Fig. 1: the metal 1 layer
Scale bar: 20 µm. Supply wires on this layer in grey.
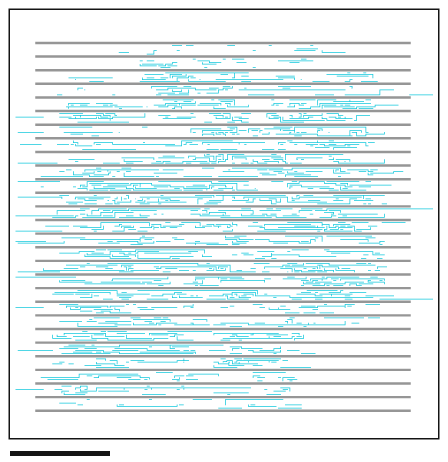
Fig. 2: the metal 2 layer
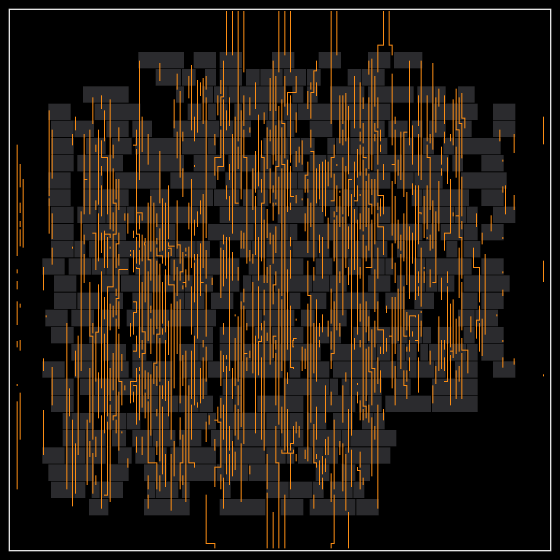
Fig. 3: M3 wires
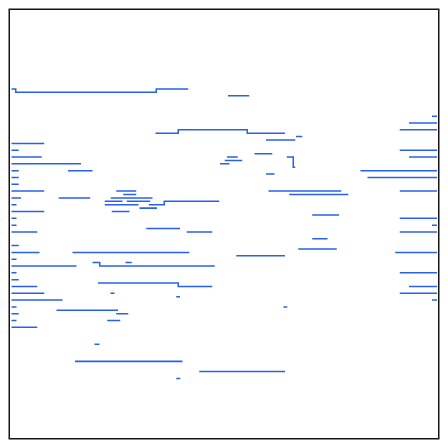
## src/rtl/hazard_ctrl.sv

```systemverilog
// Hazard and issue controller for a 5-stage in-order core: tracks EX/MEM/WB destinations,
// resolves load-use / RAW stalls, redirect flushes, memory freezes and operand forwarding.
module hazard_ctrl #(
    parameter int unsigned XLEN   = 32,
    parameter bit          FWD_EN = 1'b1
) (
    input  logic            clk,
    input  logic            rst,
    input  logic            id_valid,
    input  logic [4:0]      id_rd,
    input  logic [4:0]      id_rs1,
    input  logic [4:0]      id_rs2,
    input  logic            id_rd_we,
    input  logic            id_is_load,
    input  logic            ex_redirect,
    input  logic            mem_stall,
    output logic            stall_if,
    output logic            stall_id,
    output logic            flush_id,
    output logic            issue,
    output logic [1:0]      fwd_rs1,
    output logic [1:0]      fwd_rs2,
    output logic [XLEN-1:0] stall_count
);

    typedef struct packed {
        logic       valid;
        logic [4:0] rd;
        logic       we;
        logic       is_load;
    } stage_t;

    stage_t ex_q, mem_q, wb_q;
    stage_t ex_d;

    logic [XLEN-1:0] stall_cnt_q, stall_cnt_d;

    logic lu_rs1, lu_rs2;
    logic raw_rs1, raw_rs2;
    logic hazard;

    // Stages with rd=0 or we=0 never match, and x0 sources never depend on anything.
    function automatic logic stage_hit(input stage_t s, input logic [4:0] rs);
        return s.valid && s.we && (s.rd != 5'd0) && (rs != 5'd0) && (s.rd == rs);
    endfunction

    function automatic logic [1:0] fwd_sel(input stage_t ex, input stage_t mem, input stage_t wb,
                                           input logic [4:0] rs);
        logic [1:0] sel;
        sel = 2'd0;
        if (FWD_EN && (rs != 5'd0)) begin
            // The youngest match masks older ones; an EX load cannot forward yet.
            if (stage_hit(ex, rs)) begin
                sel = ex.is_load ? 2'd0 : 2'd1;
            end else if (stage_hit(mem, rs)) begin
                sel = 2'd2;
            end else if (stage_hit(wb, rs)) begin
                sel = 2'd3;
            end
        end
        return sel;
    endfunction

    always_comb begin
        lu_rs1  = id_valid && stage_hit(ex_q, id_rs1) && ex_q.is_load;
        lu_rs2  = id_valid && stage_hit(ex_q, id_rs2) && ex_q.is_load;
        raw_rs1 = id_valid && (stage_hit(ex_q, id_rs1) || stage_hit(mem_q, id_rs1) ||
                               stage_hit(wb_q, id_rs1));
        raw_rs2 = id_valid && (stage_hit(ex_q, id_rs2) || stage_hit(mem_q, id_rs2) ||
                               stage_hit(wb_q, id_rs2));
        hazard  = FWD_EN ? (lu_rs1 || lu_rs2) : (raw_rs1 || raw_rs2);
    end

    // Priority: memory freeze > redirect flush > data hazard > normal issue.
    always_comb begin
        stall_if = 1'b0;
        stall_id = 1'b0;
        flush_id = 1'b0;
        issue    = 1'b0;
        if (mem_stall) begin
            stall_if = 1'b1;
            stall_id = 1'b1;
        end else if (ex_redirect) begin
            flush_id = 1'b1;
        end else if (hazard) begin
            stall_if = 1'b1;
            stall_id = 1'b1;
        end else begin
            issue = id_valid;
        end
    end

    always_comb begin
        fwd_rs1 = fwd_sel(ex_q, mem_q, wb_q, id_rs1);
        fwd_rs2 = fwd_sel(ex_q, mem_q, wb_q, id_rs2);
    end

    always_comb begin
        ex_d = '0;
        if (issue) begin
            ex_d.valid   = 1'b1;
            ex_d.rd      = id_rd;
            ex_d.we      = id_rd_we;
            ex_d.is_load = id_is_load;
        end
        stall_cnt_d = stall_cnt_q;
        if (stall_id && (stall_cnt_q != {XLEN{1'b1}})) begin
            stall_cnt_d = stall_cnt_q + XLEN'(1);
        end
    end

    always_ff @(posedge clk) begin
        if (rst) begin
            ex_q        <= '0;
            mem_q       <= '0;
            wb_q        <= '0;
            stall_cnt_q <= '0;
        end else begin
            if (!mem_stall) begin
                wb_q  <= mem_q;
                mem_q <= ex_q;
                ex_q  <= ex_d;
            end
            stall_cnt_q <= stall_cnt_d;
        end
    end

    assign stall_count = stall_cnt_q;

    // The load flag only matters while the producer is in EX.
    logic unused_ld;
    assign unused_ld = mem_q.is_load ^ wb_q.is_load;

endmodule
```

## config.mk

```make
export PLATFORM = sky130hd
export DESIGN_NAME = hazard_ctrl
export DESIGN_NICKNAME = d
export VERILOG_FILES = /design/src/rtl/hazard_ctrl.sv
export SDC_FILE = /design/constraint.sdc
export NUM_CORES = 1
export LEC_CHECK = 0
export CAP_MARGIN = 30
export CORE_MARGIN = 5
export CORE_UTILIZATION = 55
export CTS_CLUSTER_DIAMETER = 150
export DETAILED_ROUTE_END_ITERATION = 6
export PLACE_DENSITY = 0.91
export SKIP_LAST_GASP = 1
export SYNTH_ARGS = -nofsm -noshare
export SYNTH_HDL_FRONTEND = slang
export SYNTH_SLANG_ARGS = --single-unit
```

## constraint.sdc

```tcl
create_clock -name clk -period 6.3 [get_ports clk]
set_input_delay 0.945 -clock clk [delete_from_list [all_inputs] [get_ports clk]]
set_output_delay 0.945 -clock clk [all_outputs]
set_load 0.02 [all_outputs]
```

==> flow_summary.toml <==
# generated from flow reports
[drt]
top_layer = "met4"
drc_errors = 0
wl_met1_um = 3510
dr.pass1.iters = 6
antenna_left = 0
viasPerCell = 6.16
route.met2.wl_um = 4000
wire_per_inst_um = 17.1
met3WireLength_um = 542

[yosys]
top_area_share_pct = 34.5
simple_gate_area_share_pct = 27.6
yosysChipArea_mm2 = 0.00313
ys_types = 53
ys_seq_share_pct = 34.5
synthAoiAreaFrac_pct = 15.2
area_leaders = "dfxtp_1, mux2i_1, xor2_1, a21oi_1, nor2_1"
ys_warn_count = 0
mux_share_pct = 7.99
synth_area_mm2 = 0.00313
ys_cells = 358
largest_area_cell = "dfxtp_1"
xor_share_pct = 8.95
avgSynthCellArea_um2 = 8.75
ys_top_logic_family = "simple AND/OR/NAND/NOR gates"
top_cell = "dfxtp_1"
synth-edff-count = 0
ys_ff = 54
syn_inst = 358
synth_nets = 381

[critical_path]
cp_num_buf_inv = 2
cp_slowest_stage_delay_ns = 0.66
path_common_cell = "clkdlybuf4s50_1"
r2r-start = "stall_count[0]$_SDFFE_PP0P_"
worst-path-stages = 7
worstPathCellList = "clkdlybuf4s50_1 > nor3_1 > and2_1 > nor4_1 > nand4_1 > a211oi_1 > clkdlybuf4s50_1"
end_kind = "output pin"
crit_type = "in -> out"
cp-endpoint = "fwd_rs1[1]"
crit_fanout = 4
crit_family = "buffers and inverters"
worstRegToRegCells = 7
start_kind = "primary input"
rr_endpoint = "stall_count[29]$_SDFFE_PP0P_"

[floorplan]
die_w_um = 85.5
core_util_floorplan_pct = 56.9
io_pins = 62
rows = 27
core_area_mm2 = 0.00551
die_h_um = 85.5

[clock_tree]
hold_buffers = 0
post-cts-setup-buffers = 0
cts_made_buffers = 5
cts_tree = "built"
clock_latency_ns = 0.32
post_cts_resized = 0
clkTransAtPathRegs_ns = 0.09
root_buffer = "clkbuf_8"
cts_max_path_buffers = 2
cts-htree-levels = 2

[power_and_ir_drop]
power_leader = "sequential cells"
p_sw_share_pct = 25.3
power_frac_clock_pct = 33.0
p_switching_w = 0.000157
ir_drop_v = 0.000116
p_per_area_mw_per_mm2 = 163
pwr-share-seq_pct = 56.3
pg_seq_w = 0.000349
power_clock_w = 0.000204

[global_route]
gr-total-overflow = 0
antenna_found_initial = 0
grt_use_met2_pct = 38.2
grt_usage_pct = 22.3
grt_pass1_vias = 2804

[final_timing]
hold_viol = 0
tns_ns = 0
fin_ws_ns = 2.04
fmax_mhz = 235
hold-worst-slack_ns = 0.516
worst_slew_pin_slew_ns = 1.02
slew_headroom_pct = 31.9

[final_layout]
fin_util_pct = 69.0
layout.nets = 431
drive_above_1_share_pct = 7.58
design_area_mm2 = 0.00380
syn_to_final_growth_pct = 21.3
antennaDiodeCount = 0
layoutNonFillerInstCount = 481

[placement]
hpwl_um = 5870
place_congestion = 0.989
dp_slack_ns = 2.05

[job]
warnings = 26
cap_violations = 0

[worst_hold_path]
hp-class = "reg -> reg"
hold_end = "wb_q[7]$_SDFFE_PP0N_"
min_from = "wb_q[7]$_SDFFE_PP0N_"

[run_status]
status = "complete, no violations"
About Fig. 1:
share of all routed wire: 43%
nets with wire on the layer: 388
main direction: horizontal
longest straight run: 30.8 µm
Total Wirelength: 8220 µm
Vias: 2,963
met1 global-route usage: 27.3%

About Fig. 2:
main direction: vertical
share of all routed wire: 49%

About Fig. 3:
wire length on this layer: 542 µm
share of all routed wire: 6.6%
main direction: horizontal
longest straight run: 28.1 µm
nets with wire on the layer: 77
met3 Track Usage GR: 4.27%

## layout by cell type, fill, tap and decap left out, drive strengths merged, types with 2 or more instances in the layout
cell type	instances
or3	14
a211oi	4
nand2b	3
dfxtp	54
nor4	9
nor2	34
nand3	9
and4	4
xnor2	14
a22o	7
o21ai	13
nor3	7
buf	3
or4	14
inv	7
o31ai	11
clkbuf	7
and3	2
nand4	20
mux2	7
nand2	19
o311ai	2
xor2	18
o211ai	3
nor2b	8
and2	3
clkdlybuf4s50	60
mux2i	16
a21oi	27
## cell type report
class | count | area [µm²]
sequential | 54 | 1080
multi-input combinational | 277 | 1890
inverter | 7 | 26.3
clock buffer | 7 | 86.3
clock inverter | 1 | 5.00
fill | 455 | 1710
tap | 72 | 90.1
timing repair buffer | 63 | 621
Power figures rest on the tool's default switching activity, not on a simulated workload.
